==> config.mk <==
export PLATFORM = sky130hd
export DESIGN_NAME = i2s_audio_out_flat
export DESIGN_NICKNAME = d
export VERILOG_FILES = /design/src/rtl/i2s_audio_out_if.sv /design/src/rtl/i2s_audio_out.sv /design/src/flat_wrapper.sv
export SDC_FILE = /design/constraint.sdc
export NUM_CORES = 1
export LEC_CHECK = 0
export CORE_MARGIN = 2
export CORE_UTILIZATION = 45
export CTS_CLUSTER_SIZE = 20
export DETAILED_ROUTE_END_ITERATION = 16
export GPL_TIMING_DRIVEN = 0
export HOLD_SLACK_MARGIN = 0.15
export PLACE_DENSITY = 0.75
export SETUP_SLACK_MARGIN = 0.15
export SYNTH_ARGS = -nofsm -noshare
export SYNTH_HDL_FRONTEND = slang
export SYNTH_SLANG_ARGS = --single-unit
==> constraint.sdc <==
create_clock -name clk -period 2.2 [get_ports clk]
set_input_delay 0.22 -clock clk [delete_from_list [all_inputs] [get_ports clk]]
set_output_delay 0.22 -clock clk [all_outputs]
set_load 0.005 [all_outputs]
### Nets reached from selected ports

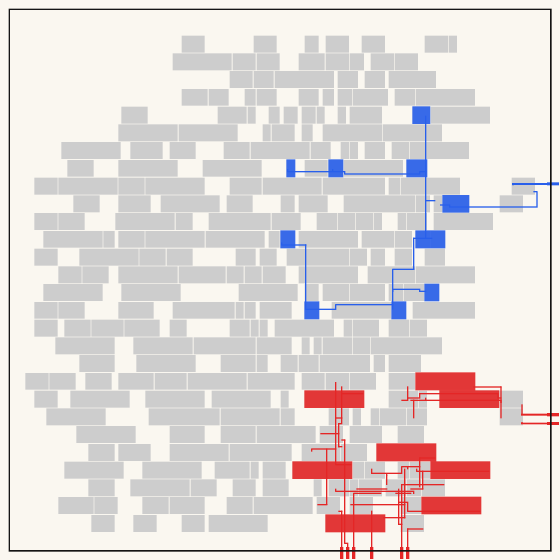
legend:
  red:
    port: underruns
    bits: 8
    direction: output
    edge: 6 bottom, 2 right
    end_cells: 8
    buffers: 8
    wire: 255 um
  blue:
    port: enable
    bits: 1
    direction: input
    edge: right
    end_cells: 11
    buffers: 2
    wire: 117 um
Port-buffer cells: 37
num ports: 39

### Cell placement

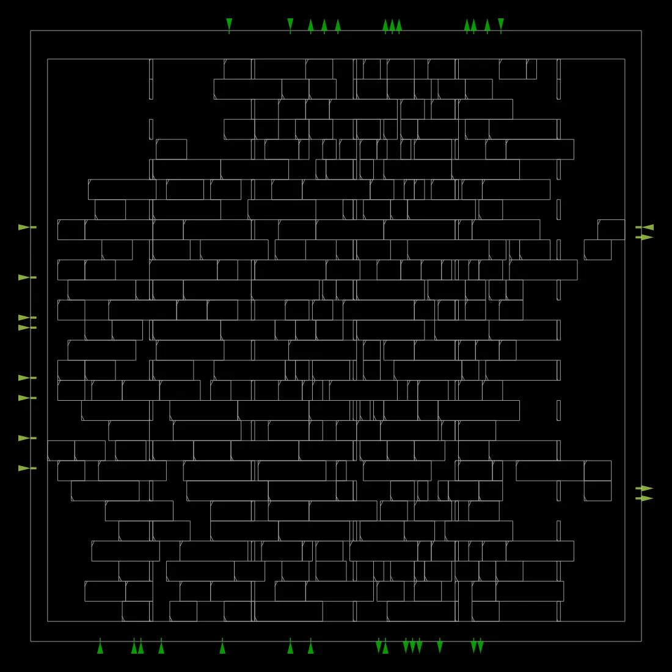
Well Taps: 75
Finished Core Util: 0.627
sequential cells: 59

### Routed metal per tile

The die is cut into 17 by 17 equal tiles; black is low, pale yellow is high, scaled to the fullest tile. Values are wire area over tile area, all layers added.
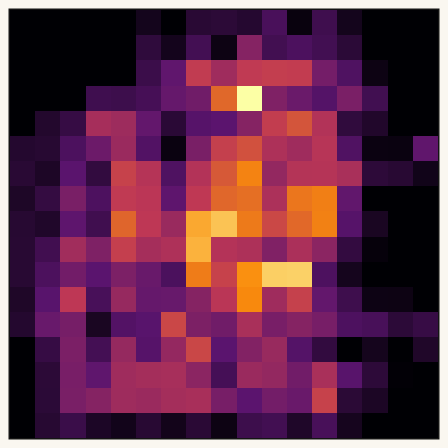
tiles over half the peak: 14%
densest ninth of the die: middle
emptiest ninth of the die: top left
nearly empty tiles: 20%
mean over tiles: 0.12
routed via count: 1822
WL per Instance: 15.6 um
Global Route Usage Sum: 0.170

==> run notes <==
fresh numbers from the pnr run: status finished clean, Final Net Count 290, Synth Area in Simple Gates 0.126, OpenROAD warnings 29, Fmax achieved around 460 MHz, crit path launch type flop, Root Driver clkbuf_8, Longest Clk Path Bufs 2, most frequent cells in the layout dfrtp_1, clkdlybuf4s50_1, mux2_2, xnor2_1, nand2_1, initial antenna violation count 0, Diodes inserted 0, final WL roughly 5.4 mm, hpwl dp between 3 and 4 mm, EDFF count, synth 0, Filler cells between 400 and 500, antenna viol nets, final 0, maximum VDD drop about 0.42 mV, Synth Seq Share 0.529, hold_buf cts 0, Setup violations, final 0, number of clock buffers in the layout 11, top cell category registers, crit path DRT between 2 and 2.5 ns, cycle use final 0.978, non-clock buffer count approximately 56, grt ovf 0, mux frac, synth 0.196, Final Max Slew Viols 0, Logic inverters 4, leading post-synthesis cells by cell area dfrtp_1, mux2_2, mux2_4, xnor2_1, mux4_1, fraction of registers with async set/reset 1.00, Slew headroom 0.610, fin crit period roughly 2.2 ns, largest net degree at the start of global routing around 43, sequential cell area roughly 1500 um2, r2r setup slk about 0.048 ns, DIE WIDTH 82.7 um, CP arrival 2.37 ns, Multi-In Gates 136, yosys warning tally 0, area figure in the yosys stat output between 2000 and 3000 um2, die area ~6800 um2, Area leader share 0.529, number of global-route vias before repair approximately 1700, DIE HEIGHT roughly 83 um, Cell Type Count about 52, Worst-Skew Late Latency approximately 0.33 ns, first-pass GRT wire length approximately 8.4 mm, Mapped Cells a little over 200, # clock sinks approximately 59, Clock buf/inv share 0.0647, Power Dens Cells 768 nW/um2, Post-Synth Adder-Cell Area 0.0179, DRC 0, most instantiated logic cell after routing dfrtp_1, clk slew on worst S/H paths roughly 0.07 ns, Via density between 5 and 6, htree depth 3, worst slack at placement -0.161 ns, FP Rows 28, CTS Buf Count 9, Crit Path Category reg2reg, Post-Syn Nets 231, flops out of synthesis a little under 60, RSZ-0062 raised after global routing true, worst-path fanout max 6, Synth Cell Area 2790 um2, Core Footprint between 5000 and 6000 um2, CTS tree yes, FF-to-FF path depth 8, xor/xnor share 0.0623, Most common reg cell dfrtp_1, flop share of the area 0.397, Least-Margin Pin Slew just under 0.6 ns, routability cong. between 0.7 and 0.8, Worst Hold Class in2async, Dominant comb cell multiplexers, clk_skew 0.00666 ns, Comb area around 1300 um2
[per-layer routing]
metal  GRT usage  share of wire
met2       0.265           0.50
met1       0.219           0.44
met3      0.0402          0.028
met5           0              0
met4      0.0951          0.027
[synthesized netlist by cell type, types with 2 or more instances]
cell type / number
dfrtp_1: 59
mux2_2: 25
xnor2_1: 15
nand2_1: 14
mux2_4: 10
and2_1: 7
clkbuf_1: 5
nand3_1: 5
nand4_1: 5
ha_1: 4
inv_1: 4
mux4_1: 4
and3_1: 3
nor3_1: 3
xor2_1: 3
a21oi_1: 2
and4_1: 2
nor2b_1: 2
nor3b_1: 2
[per-stage QoR]
| stage | utilization | power, W | TNS [ns] | hold WS [ns] | std cells |
|---|---|---|---|---|---|
| after detailed placement | 0.551 | 0.00169 | -1.69 | 0.453 | 320 |
| after CTS | 0.607 | 0.00290 | 0 | 0.196 | 339 |
| after global routing | 0.627 | 0.00301 | -0.0718 | 0.237 | 346 |
| after floorplan | - | 0.00147 | 0 | 0.372 | 207 |
| after global placement | 0.547 | 0.00167 | -32.31 | 0.427 | 319 |
| final | 0.627 | 0.00287 | 0 | 0.188 | 346 |
[timing repair]
item / 4_1_cts / 5_1_grt
endpoints found under the setup margin: 27 / 23
setup buffers: 3 / 6
pin swaps: 6 / 5
cloned: 0 / 1
resized: 16 / 11
[critical path, stage by stage, from the launching register on]
cell and delay (ns):
dfrtp_2 0.45, buf_8 0.14, a211oi_4 0.22, o2111ai_2 0.16
or3_4 0.43, inv_4 0.09, nand2_8 0.07, clkbuf_16 0.18
mux2_4 0.30
[power breakdown]
part           leakage [nW]  internal, W  switching (W)
logic                 0.777     0.000252       0.000138
clock network         0.123     0.000780       0.000415
registers             0.763      0.00119      0.0000974
total                  1.66      0.00222       0.000651
No activity file was given, so power comes from the tool's default toggle rates.
